`config.mk`:
```
export PLATFORM = sky130hd
export DESIGN_NAME = vote_uart_tx
export DESIGN_NICKNAME = d
export VERILOG_FILES = /design/src/rtl/vote_uart_tx.sv
export SDC_FILE = /design/constraint.sdc
export NUM_CORES = 1
export LEC_CHECK = 0
export CAP_MARGIN = 20
export CORE_ASPECT_RATIO = 0.75
export CORE_MARGIN = 2
export CORE_UTILIZATION = 40
export DETAILED_ROUTE_END_ITERATION = 10
export SYNTH_ARGS = -nofsm -noshare
export SYNTH_HDL_FRONTEND = slang
export SYNTH_SLANG_ARGS = --single-unit
```
`constraint.sdc`:
```
create_clock -name clk -period 5.5 [get_ports clk]
set_input_delay 1.65 -clock clk [delete_from_list [all_inputs] [get_ports clk]]
set_output_delay 1.65 -clock clk [all_outputs]
set_load 0.01 [all_outputs]
```
`src/rtl/vote_uart_tx.sv`:
```
// vote_uart_tx: snapshots four 4-bit vote counts on send and emits them as an 8N1 UART frame
// (HEADER, A, B, C, D[, XOR checksum]); uart_tx/busy go active the cycle after send is sampled.
// send is ignored while busy (no queueing); optional checksum byte enabled by `VOTE_UART_CHECKSUM_EN.
module vote_uart_tx #(
    parameter int unsigned CLKS_PER_BIT = 434,
    parameter logic [7:0]  HEADER       = 8'hA5
) (
    input  logic       clk,
    input  logic       reset,
    input  logic       send,
    input  logic [3:0] votecounta,
    input  logic [3:0] votecountb,
    input  logic [3:0] votecountc,
    input  logic [3:0] votecountd,
    output logic       uart_tx,
    output logic       busy,
    output logic       done
);

`ifdef VOTE_UART_CHECKSUM_EN
    localparam logic [2:0] LAST_BYTE = 3'd5;
`else
    localparam logic [2:0] LAST_BYTE = 3'd4;
`endif
    localparam logic [15:0] BAUD_MAX = 16'(CLKS_PER_BIT - 1);

    typedef enum logic [1:0] {IDLE, START, DATA, STOP} state_t;

    state_t      state;
    logic [15:0] baud_cnt;
    logic [2:0]  bit_idx;
    logic [2:0]  byte_idx;
    logic [3:0]  snap_a;
    logic [3:0]  snap_b;
    logic [3:0]  snap_c;
    logic [3:0]  snap_d;
    logic [7:0]  cur_byte;
    logic [2:0]  next_bit;
    logic        baud_end;

    assign baud_end = (baud_cnt == BAUD_MAX);
    assign next_bit = bit_idx + 3'd1;

    // Pick the frame byte currently being serialised from the latched snapshot
    always_comb begin
        cur_byte = HEADER;
        case (byte_idx)
            3'd1:    cur_byte = {4'h0, snap_a};
            3'd2:    cur_byte = {4'h0, snap_b};
            3'd3:    cur_byte = {4'h0, snap_c};
            3'd4:    cur_byte = {4'h0, snap_d};
`ifdef VOTE_UART_CHECKSUM_EN
            3'd5:    cur_byte = HEADER ^ {4'h0, snap_a ^ snap_b ^ snap_c ^ snap_d};
`endif
            default: cur_byte = HEADER;
        endcase
    end

    // Frame FSM: every line level is held for CLKS_PER_BIT cycles; outputs are registered
    always_ff @(posedge clk) begin
        if (reset) begin
            state    <= IDLE;
            baud_cnt <= 16'd0;
            bit_idx  <= 3'd0;
            byte_idx <= 3'd0;
            snap_a   <= 4'd0;
            snap_b   <= 4'd0;
            snap_c   <= 4'd0;
            snap_d   <= 4'd0;
            uart_tx  <= 1'b1;
            busy     <= 1'b0;
            done     <= 1'b0;
        end else begin
            done <= 1'b0;
            case (state)
                IDLE: begin
                    uart_tx  <= 1'b1;
                    baud_cnt <= 16'd0;
                    bit_idx  <= 3'd0;
                    byte_idx <= 3'd0;
                    if (send) begin
                        snap_a  <= votecounta;
                        snap_b  <= votecountb;
                        snap_c  <= votecountc;
                        snap_d  <= votecountd;
                        uart_tx <= 1'b0;
                        busy    <= 1'b1;
                        state   <= START;
                    end
                end
                START: begin
                    if (baud_end) begin
                        baud_cnt <= 16'd0;
                        bit_idx  <= 3'd0;
                        uart_tx  <= cur_byte[0];
                        state    <= DATA;
                    end else begin
                        baud_cnt <= baud_cnt + 16'd1;
                    end
                end
                DATA: begin
                    if (baud_end) begin
                        baud_cnt <= 16'd0;
                        if (bit_idx == 3'd7) begin
                            bit_idx <= 3'd0;
                            uart_tx <= 1'b1;
                            state   <= STOP;
                        end else begin
                            bit_idx <= next_bit;
                            uart_tx <= cur_byte[next_bit];
                        end
                    end else begin
                        baud_cnt <= baud_cnt + 16'd1;
                    end
                end
                STOP: begin
                    if (baud_end) begin
                        baud_cnt <= 16'd0;
                        if (byte_idx == LAST_BYTE) begin
                            byte_idx <= 3'd0;
                            uart_tx  <= 1'b1;
                            busy     <= 1'b0;
                            done     <= 1'b1;
                            state    <= IDLE;
                        end else begin
                            byte_idx <= byte_idx + 3'd1;
                            uart_tx  <= 1'b0;
                            state    <= START;
                        end
                    end else begin
                        baud_cnt <= baud_cnt + 16'd1;
                    end
                end
                default: state <= IDLE;
            endcase
        end
    end

endmodule
```
### Gate-type map

(3 px per um)
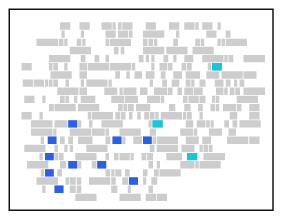
| family | color | cells | most used |
|---|---|---|---|
| XOR/XNOR gates | blue | 10 | xor2_1 |
| multiplexers | cyan | 3 | mux2i_1 |

### Register map, names as in the netlist

(6 px per um) Other sequential cells in the stronger gray, the rest of the logic in the fainter gray.
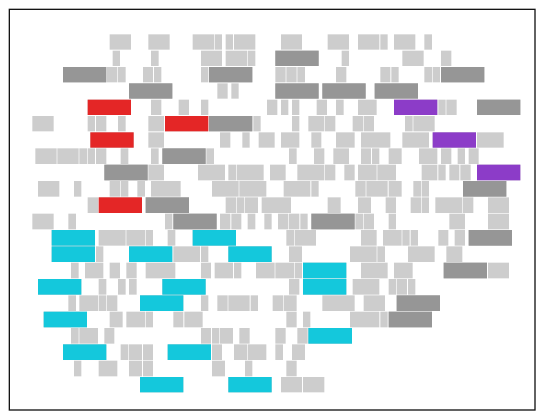
| netlist name | color | sequential cells |
|---|---|---|
| bit_idx | purple | 3 |
| snap_b | red | 4 |
| baud_cnt | cyan | 16 |
not colored: 20

==> impl_table.tex <==
% Yosys + OpenROAD metrics
\begin{tabular}{lr}
\hline
Metric & Value \\
\hline
\multicolumn{2}{l}{\textbf{CTS}} \\
\quad Number of H-tree levels & 2 \\
\quad Number of buffers inserted for hold repair after clock tree synthesis & 0 \\
\quad Clock edge transition at the registers on the reported setup and hold paths & 80 ps \\
\quad TritonCTS clock tree & done \\
\quad Clk sinks & 43 \\
\quad Clock root cell & sky130\_fd\_sc\_hd\_\_clkbuf\_8 \\
\quad Clock network latency to the later pin of the worst-skew pair & 300 ps \\
\quad Number of gates resized after cts & 0 \\
\quad Number of setup buffers added after CTS & 0 \\
\quad Number of buffers created by CTS & 5 \\
\quad Largest buffer count on any clock path & 2 \\
\multicolumn{2}{l}{\textbf{Pwr}} \\
\quad P\_leak & 0.000852 uW \\
\quad Switching fraction of total power & 0.341 \\
\quad Overall power after layout & 801 uW \\
\quad Part of the power in combinational logic & 0.287 \\
\quad Total power divided by cell area & 332 nW/um2 \\
\quad Peak VDD IR & 0.111 mV \\
\quad Proportion of power drawn by the clock network & 0.248 \\
\quad Internal power & 528 uW \\
\quad Flop pwr share & 0.465 \\
\multicolumn{2}{l}{\textbf{Final timing}} \\
\quad Setup repair after global routing missed its margin & no \\
\quad Ratio of final minimum period to clock period & 0.571 \\
\quad Worst hold margin & 457 ps \\
\quad Worst setup margin & 2360 ps \\
\quad Final count of hold timing violations & 0 \\
\quad Max-Slew Margin vs Limit & 0.544 \\
\quad Final Max Tran Viols & 0 \\
\quad TNS Setup & 0 ps \\
\quad Number of setup violations in the final report & 0 \\
\quad Layout Skew & 8.06 ps \\
\quad Worst slew pin tran & 684 ps \\
\multicolumn{2}{l}{\textbf{Yosys}} \\
\quad Most frequently used flop master after synthesis & sky130\_fd\_sc\_hd\_\_dfxtp\_1 \\
\quad Post-synth seq share & 0.413 \\
\quad Number of enable flip-flop cells & 0 \\
\quad Max-area cell share & 0.413 \\
\quad Yosys adder share & 0.0780 \\
\quad Proportion of register bits with asynchronous set or reset after synthesis & 0 \\
\quad Synth warnings & 0 \\
\quad AND-OR/OR-AND share of the synthesized area & 0.161 \\
\quad XOR/XNOR Fraction of Synth Area & 0.0420 \\
\quad Chip area from the yosys synthesis statistics & 2090 um2 \\
\quad Most numerous cell types in the synthesized netlist & sky130\_fd\_sc\_hd\_\_nand2\_1 (46), sky130\_fd\_sc\_hd\_\_dfxtp\_1 (43), sky130\_fd\_sc\_hd\_\_a21oi\_1 (30), sky130\_fd\_sc\_hd\_\_nor2\_1 (25), sky130\_fd\_sc\_hd\_\_nand3\_1 (14) \\
\quad Number of standard cells after synthesis & 260 \\
\quad Main combinational cell family by area after synthesis & simple AND/OR/NAND/NOR gates \\
\quad Post-synthesis cell type count & 40 \\
\quad Top post-synthesis cells by area & sky130\_fd\_sc\_hd\_\_dfxtp\_1 (41\%), sky130\_fd\_sc\_hd\_\_nand2\_1 (8.3\%), sky130\_fd\_sc\_hd\_\_ha\_1 (7.8\%) \\
\quad Mapped Nets & 292 \\
\multicolumn{2}{l}{\textbf{Final layout}} \\
\quad Area of all sequential standard cells & 861 um2 \\
\quad Flip-flop and latch count & 43 \\
\quad Logic share of the area & 0.470 \\
\quad Multi-input combinational gate total & 194 \\
\quad Most frequent cells in the layout & sky130\_fd\_sc\_hd\_\_nand2\_1 (46), sky130\_fd\_sc\_hd\_\_dfxtp\_1 (43), sky130\_fd\_sc\_hd\_\_a21oi\_1 (30) \\
\quad Layout cells sized above 1 & 0.0362 \\
\quad Dominant class by area & combinational gates \\
\quad Fin util & 0.487 \\
\quad Post-layout nets & 307 \\
\quad Comb. cell area & 1130 um2 \\
\quad Cell area after layout & 2410 um2 \\
\quad Number of signal-net inverters in the final layout & 9 \\
\quad Sequential fraction of total cell area & 0.357 \\
\quad Signal buffers share of area & 0.0933 \\
\quad Top cell excl fill/tap & sky130\_fd\_sc\_hd\_\_nand2\_1 \\
\quad Area added between synthesis and finish & 15.7\% \\
\quad Clock tree buffer count of the final layout & 6 \\
\quad Count of non-filler cells in the finished layout & 336 \\
\quad Final antenna diode count & 0 \\
\multicolumn{2}{l}{\textbf{Global routing}} \\
\quad Met1 Track Usage GR & 0.245 \\
\quad Pin count of the biggest net entering global routing & 30 \\
\quad Number of global-route vias before repair & 1583 \\
\quad Total global-route track usage & 0.164 \\
\quad Met3 Use GR & 0.0421 \\
\quad GRT overflow & 0 \\
\quad Wire length of the first global-routing pass & 7360 um \\
\multicolumn{2}{l}{\textbf{Critical path}} \\
\quad Critical Path Max Stage Delay & 640 ps \\
\quad Sequence of cells on the critical path & clkdlybuf4s50\_1, buf\_8, or3\_1, a21oi\_1 \\
\quad Worst r2r path cells & 8 \\
\quad Slowest cell on the critical path & sky130\_fd\_sc\_hd\_\_clkdlybuf4s50\_1 \\
\quad Crit path launch & reset \\
\quad Last element of the critical path & baud\_cnt[11]\$\_SDFF\_PP0\_ \\
\quad Crit path DAT & 3370 ps \\
\quad Category of the most critical setup path & input pin to flip-flop \\
\quad Cell family contributing the most delay on the critical path & buffers and inverters \\
\quad Setup crit start kind & input pin \\
\quad Type of destination of the critical path & flip-flop \\
\quad Instance count on the critical path & 4 \\
\quad Crit path DRT & 5730 ps \\
\quad Buffering stage count on the worst path with inverters included & 2 \\
\multicolumn{2}{l}{\textbf{Die}} \\
\quad Number of top-level pins & 22 \\
\quad Initial Utilization & 0.421 \\
\quad Die area & 5810 um2 \\
\quad Horiz. Die Dim & 87.4 um \\
\quad Die span in y & 66.5 um \\
\quad Placeable core region & 4950 um2 \\
\multicolumn{2}{l}{\textbf{Placement}} \\
\quad Post-placement cell area & 2310 um2 \\
\quad Post-place setup slack & 1740 ps \\
\quad Placed Cells incl. Taps & 327 \\
\quad Detail Placement HPWL & 2970 um \\
\quad Placer Congestion & 0.733 \\
\quad Port bufs & 21 \\
\multicolumn{2}{l}{\textbf{Min path}} \\
\quad Hold WC Path Type & flip-flop to flip-flop \\
\quad Worst Hold Path Cells & 2 \\
\quad Origin of the worst min-delay path & snap\_b[2]\$\_SDFFE\_PP0P\_ \\
\multicolumn{2}{l}{\textbf{Routing}} \\
\quad Total routed wirelength & 4270 um \\
\quad WL/cell & 12.7 um \\
\quad Post-DRT Antenna Nets & 0 \\
\quad Routed wl met3 & 132 um \\
\quad Initial DRC Count & 82 \\
\quad Top layer reached by signal wires & met4 \\
\quad Sum of met2 wire segment lengths after detailed routing & 1670 um \\
\quad Number of optimization iterations in the first detailed-route pass & 4 \\
\quad Vias per Instance & 5.12 \\
\quad Metal1 wirelength & 2410 um \\
\quad Number of vias in the routed layout & 1719 \\
\multicolumn{2}{l}{\textbf{Run status}} \\
\quad Status & complete, no violations \\
\multicolumn{2}{l}{\textbf{Flow run}} \\
\quad Maximum capacitance violations & 0 \\
\quad Number of logged tool warnings & 33 \\
\hline
\end{tabular}
### M1 wires

(3 px per um)
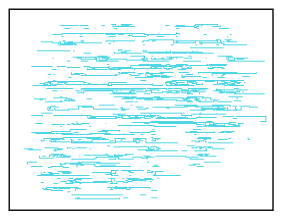
longest straight run: 27.6 um
wire length on this layer: 2410 um
share of all routed wire: 56%

[state kept, by name, indices dropped and copies added, names as in the netlist]
| name | flops |
|---|---|
| uart_tx | 1 |
| baud_cnt | 16 |
| snap_a | 4 |
| snap_b | 4 |
| snap_d | 4 |
| byte_idx | 3 |
| snap_c | 4 |
| busy | 1 |
| state | 2 |
| done | 1 |
| bit_idx | 3 |
[power by group through the flow]
stage | Sequential (uW) | Clock [uW] | Combinational, uW
after floorplan | 375 | 0 | 172
after global placement | 380 | 0 | 225
after detailed placement | 380 | 0 | 227
after CTS | 373 | 201 | 231
after global routing | 379 | 215 | 265
final | 373 | 198 | 230
[worst min-delay path, stage by stage, from the launching register on]
cell	delay, ps
sky130_fd_sc_hd__dfxtp_1	310
sky130_fd_sc_hd__nand2_1	50
sky130_fd_sc_hd__a21oi_1	50
Power is estimated from default activity; no workload was simulated.
